--- src/rtl/reg_share_arbiter.sv ---
// Round-robin arbiter and write sequencer for one shared enabled register, with bounded lock bursts.
// Optional per-requester committed-write counters are enabled by defining ARB_STATS_EN.
module reg_share_arbiter #(
  parameter int WIDTH    = 4,
  parameter int HOLD_MAX = 3
) (
  input  logic             clk,
  input  logic             reset,
  input  logic             req0,
  input  logic             lock0,
  input  logic [WIDTH-1:0] d0,
  input  logic             req1,
  input  logic             lock1,
  input  logic [WIDTH-1:0] d1,
  output logic             gnt0,
  output logic             gnt1,
  output logic             en,
  output logic [WIDTH-1:0] q,
  output logic             busy
`ifdef ARB_STATS_EN
  ,
  output logic [7:0]       wcnt0,
  output logic [7:0]       wcnt1
`endif
);

  localparam int HC_W = $clog2(HOLD_MAX) + 1;
  localparam logic [HC_W-1:0] HOLD_LAST = HC_W'(HOLD_MAX - 1);

  typedef enum logic [1:0] {IDLE, OWN0, OWN1} state_t;

  state_t          state, state_nx;
  logic            last_winner, last_winner_nx;
  logic [HC_W-1:0] hold_cnt, hold_cnt_nx;

  always_ff @(posedge clk or posedge reset) begin
    if (reset) begin
      state       <= IDLE;
      last_winner <= 1'b1;
      hold_cnt    <= '0;
    end else begin
      state       <= state_nx;
      last_winner <= last_winner_nx;
      hold_cnt    <= hold_cnt_nx;
    end
  end

  // Hand-over goes straight to the other owner; hold_cnt saturates by construction.
  always_comb begin
    state_nx       = state;
    last_winner_nx = last_winner;
    hold_cnt_nx    = hold_cnt;
    case (state)
      IDLE: begin
        if (req0 && (!req1 || last_winner)) begin
          state_nx       = OWN0;
          last_winner_nx = 1'b0;
          hold_cnt_nx    = '0;
        end else if (req1) begin
          state_nx       = OWN1;
          last_winner_nx = 1'b1;
          hold_cnt_nx    = '0;
        end
      end
      OWN0: begin
        if (req0 && lock0 && (hold_cnt < HOLD_LAST)) begin
          hold_cnt_nx = hold_cnt + HC_W'(1);
        end else if (req1) begin
          state_nx       = OWN1;
          last_winner_nx = 1'b1;
          hold_cnt_nx    = '0;
        end else begin
          state_nx = IDLE;
        end
      end
      OWN1: begin
        if (req1 && lock1 && (hold_cnt < HOLD_LAST)) begin
          hold_cnt_nx = hold_cnt + HC_W'(1);
        end else if (req0) begin
          state_nx       = OWN0;
          last_winner_nx = 1'b0;
          hold_cnt_nx    = '0;
        end else begin
          state_nx = IDLE;
        end
      end
      default: state_nx = IDLE;
    endcase
  end

  assign gnt0 = (state == OWN0);
  assign gnt1 = (state == OWN1);
  assign en   = (gnt0 & req0) | (gnt1 & req1);
  assign busy = (state != IDLE);

  always_ff @(posedge clk or posedge reset) begin
    if (reset) begin
      q <= '0;
    end else if (en) begin
      q <= gnt0 ? d0 : d1;
    end
  end

`ifdef ARB_STATS_EN
  always_ff @(posedge clk or posedge reset) begin
    if (reset) begin
      wcnt0 <= '0;
      wcnt1 <= '0;
    end else begin
      if (gnt0 && req0 && (wcnt0 != 8'hFF)) wcnt0 <= wcnt0 + 8'd1;
      if (gnt1 && req1 && (wcnt1 != 8'hFF)) wcnt1 <= wcnt1 + 8'd1;
    end
  end
`endif

endmodule

--- config.mk ---
export PLATFORM = sky130hd
export DESIGN_NAME = reg_share_arbiter
export DESIGN_NICKNAME = d
export VERILOG_FILES = /design/src/rtl/reg_share_arbiter.sv
export SDC_FILE = /design/constraint.sdc
export NUM_CORES = 1
export LEC_CHECK = 0
export CORE_MARGIN = 5
export CORE_UTILIZATION = 47
export DETAILED_ROUTE_END_ITERATION = 6
export GPL_TIMING_DRIVEN = 0
export PLACE_DENSITY = 0.79
export SETUP_SLACK_MARGIN = 0.2
export SLEW_MARGIN = 10
export SYNTH_ARGS = -nofsm -noshare
export SYNTH_HDL_FRONTEND = slang
export SYNTH_SLANG_ARGS = --single-unit
--- constraint.sdc ---
create_clock -name clk -period 4.5 [get_ports clk]
set_input_delay 1.35 -clock clk [delete_from_list [all_inputs] [get_ports clk]]
set_output_delay 1.35 -clock clk [all_outputs]
set_load 0.005 [all_outputs]
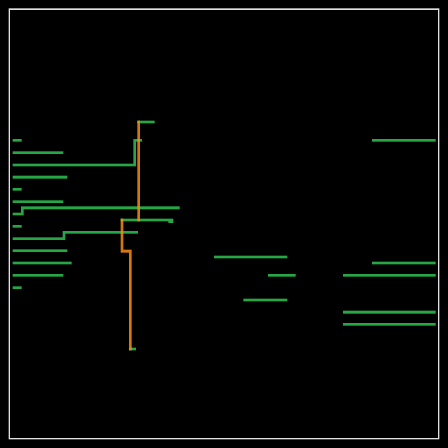
(signal wires by layer)
Only two layers are drawn.
metal 3 -> green  # wire length 153 um
metal 4 -> orange  # wire length 26.1 um

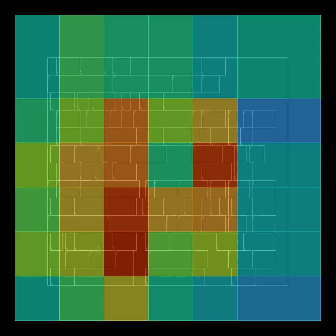
(congestion heat map)
met3 Use GR: 0.0376
post-layout util: 0.710
Total GRT Usage: 0.169
met2 usage: 0.278
GR peak layer: met2

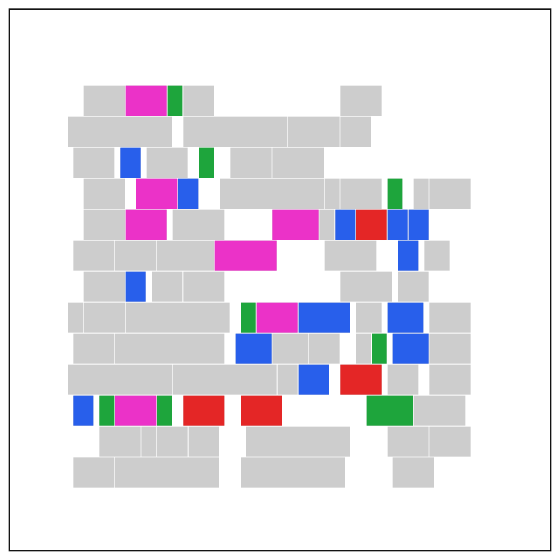
(selected gate families)
nand cells -> green  # cells 8
non-inverting ao/oa cells -> red  # cells 4
mux cells -> magenta  # cells 7
aoi and oai cells -> blue  # cells 13
Finished Layout Cells: 105
multi-input combinational area share: 0.408
Commonest Layout Cell: clkdlybuf4s50_1

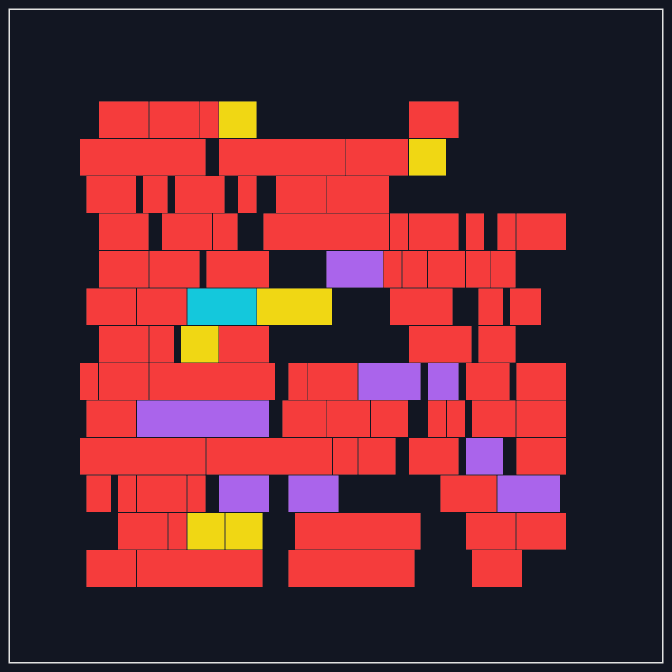
(drive-strength map)
_0 and _1 cells -> red  # cells 75, share 83%, most used clkdlybuf4s50_1
_2 cells -> purple  # cells 8, share 8.9%, most used a22o_2
_3 and _4 cells -> yellow  # cells 6, share 6.7%, most used clkbuf_4
_6 and larger -> cyan  # cells 1, share 1.1%, most used clkbuf_8

==> flow_metrics.py <==
# Synthesis and PnR figures
metrics = {
    "clocking": {
        "cts_tree": "built",
        "cts_hold_buf": 0,
        "cts_root_buffer": "clkbuf_4",
        "clkSinkCount": 10,
        "numCtsBuffers": 3,
        "htreeDepth": 1,
        "clkTransAtPathRegs_ps": 60,
        "worstSkewPairLatency_ps": 280,
        "cts_buffer_depth": 2,
    },
    "synth": {
        "top_area_cell": "dfrtp_1",
        "edf_count": 0,
        "ys_area_sq_um": 658,
        "top_cell": "dfrtp_1",
        "synth-main-ff-cell": "dfrtp_1",
        "netlist_top_cells_count": "9 x dfrtp_1, 7 x nand2_1, 6 x inv_1, 6 x o21ai_0",
        "yosys-top-cells-area": "dfrtp_1 34%, ha_1 9.5%, mux2i_1 7.6%, o21ai_0 4.6%, dfstp_2 4.0%",
        "syn_nets": 83,
        "synthArstFlopShare": 1.00,
        "synth_flops": 10,
        "yosys-stat-cells": 64,
        "synthesis.area_sq_um": 658,
        "postSynthAreaPerCell_sq_um": 10.3,
        "yosysSeqAreaShare": 0.382,
        "synth.distinct_cells": 30,
        "yosysWarningCount": 0,
        "synth_top_area_share": 0.342,
        "synthCells": 64,
    },
    "setup_path": {
        "path_class": "in2out",
        "critPathCaptureType": "output port",
        "arrival_ps": 2670,
        "crit_path_start_kind": "input port",
        "critPathMaxFanout": 8,
        "cp.required_ps": 3150,
    },
    "grt": {
        "grt_pass1_vias": 551,
        "grt_antenna_before_repair": 0,
        "gr-total-overflow": 0,
        "grt_pass1_wl_um": 2560,
        "grt_max_degree": 11,
    },
    "power_and_ir_drop": {
        "netSwitchingPower_uw": 186,
        "p_seq_frac": 0.291,
        "ir_drop_v": 0.000342,
        "power_leakage_uw": 0.000421,
        "swShare": 0.355,
        "p_int_uw": 338,
        "clockPowerShare": 0.158,
        "powerDensity_nw_per_um2": 559,
        "combPwrFrac": 0.550,
    },
    "floorplan": {
        "fp_util": 0.500,
        "dieWidth_um": 47.4,
        "pin_count": 22,
        "placementRows": 13,
        "core_sq_um": 1320,
        "fp.dieArea_sq_um": 2250,
        "fp.dieH_um": 47.4,
    },
    "min_path": {
        "hold_class": "reg2reg",
    },
    "final_timing": {
        "hold_viol_final": 0,
        "fin_setup_tns_ps": 0,
        "max_freq_ghz": 0.249,
        "slew_viol_final": 0,
        "fin_crit_ps": 4020,
        "finClkSkew_ps": 4.67,
        "setup_viol": 0,
        "worst_slew_pin_slew_ps": 420,
        "slew-limit-headroom": 0.720,
        "grt_setup_unrepaired": "false",
        "finalCritPeriodShare": 0.894,
    },
    "routing": {
        "firstDrtPassIters": 4,
        "vias": 587,
        "ant_nets": 0,
        "drt_iter0_markers": 10,
        "wl_um": 1580,
        "wl_per_cell_um": 15.1,
        "vias_per_cell": 5.59,
        "drc": 0,
    },
    "placed_design": {
        "gp_congestion": 0.818,
        "dp_hpwl_um": 1180,
        "io_buffers": 21,
        "placed_area_sq_um": 887,
    },
    "layout": {
        "antenna_cells": 0,
        "area.growth.synth_to_final_pct": 42.2,
        "area.sequential_sq_um": 251,
        "final_area_sq_um": 936,
        "drive_above_1_share": 0.167,
        "fillers": 91,
        "final_net_count": 110,
        "final-comb-area_sq_um": 382,
    },
    "outcome": {
        "outcome": "finished clean",
    },
    "run": {
        "warning_count": 29,
        "max-cap-violations": 0,
    },
}
==> power by group through the flow <==
| stage | logic [uW] | registers (uW) | clock network [uW] |
|---|---|---|---|
| 3_5_place_dp | 276 | 152 | 0 |
| 3_3_place_gp | 270 | 150 | 0 |
| 2_1_floorplan | 164 | 149 | 0 |
| 6_report | 288 | 152 | 82.8 |
| 5_1_grt | 319 | 157 | 90.3 |
| 4_1_cts | 283 | 151 | 82.9 |
==> registers in the layout, indices dropped and copies added (netlist names) <==
register	cells
hold_cnt	3
state	2
last_winner	1
q	4
==> worst max-delay path, stage by stage <==
cell             delay (ps)
clkdlybuf4s50_1         530
a22oi_2                 290
inv_1                    60
clkdlybuf4s50_1         440
==> what timing repair did <==
action	4_1_cts	5_1_grt
buffers inserted	0	1
gates resized	1	0
setup endpoints to repair	1	1
pin swaps	0	1
==> metrics by stage <==
| step | hold slack [ps] | setup slack (ps) | cells | total power, uW | utilization |
|---|---|---|---|---|---|
| 2_1_floorplan | 473 | 1310 | 64 | 313 | - |
| 3_5_place_dp | 470 | 126 | 100 | 429 | 0.673 |
| 4_1_cts | 489 | 323 | 104 | 517 | 0.705 |
| 3_3_place_gp | 460 | 150 | 100 | 420 | 0.673 |
| 6_report | 484 | 476 | 105 | 523 | 0.710 |
| 5_1_grt | 548 | 402 | 105 | 567 | 0.710 |
==> layout make-up <==
cell class,instances,area share
Clock buffer,4,0.0388
Inverter,6,0.0241
Tap cell,15,0.0201
Sequential cell,10,0.269
Multi-Input combinational cell,47,0.408
Buffer,1,0.00802
Timing Repair Buffer,22,0.233
==> path summary, 6_finish.rpt <==
path	from	to	slack (ps)	cells after the start
max	req0	en	480	4
min	q[0]	q[0]	480	2
max reg2reg	state[1]	state[0]	2660	6
min reg2reg	q[0]	q[0]	480	2
max in group asynchronous	reset	last_winner	2830	2
min in group asynchronous	reset	q[3]	1350	2
==> layer usage <==
| metal | global-route usage | up-vias | share of wire |
|---|---|---|---|
| met5 | 0 | - | 0 |
| met4 | 0.0663 | 0 | 0.016 |
| met3 | 0.0376 | 4 | 0.096 |
| met2 | 0.278 | 28 | 0.46 |
| met1 | 0.214 | 267 | 0.43 |
| li1 | - | 288 | - |
==> cells in the final DEF (no fill, tap or decap), types with 2 or more instances in the layout <==
cell type        Yosys  layout
clkdlybuf4s50_1      0      21
dfrtp_1              9       9
nand2_1              7       7
inv_1                6       6
o21ai_0              6       6
mux2i_1              5       5
ha_1                 5       5
clkbuf_4             0       3
buf_4                1       2
a21oi_1              2       2
a22o_2               2       2
==> cell families after synthesis <==
| group | Yosys count | synth area share |
|---|---|---|
| compound gates | 17 | 0.181 |
| simple gates | 18 | 0.181 |
| flops | 10 | 0.382 |
| mux | 7 | 0.116 |
| buf+inv | 7 | 0.0456 |
| fa+ha+maj | 5 | 0.0951 |
No activity file was given, so power comes from the tool's default toggle rates.
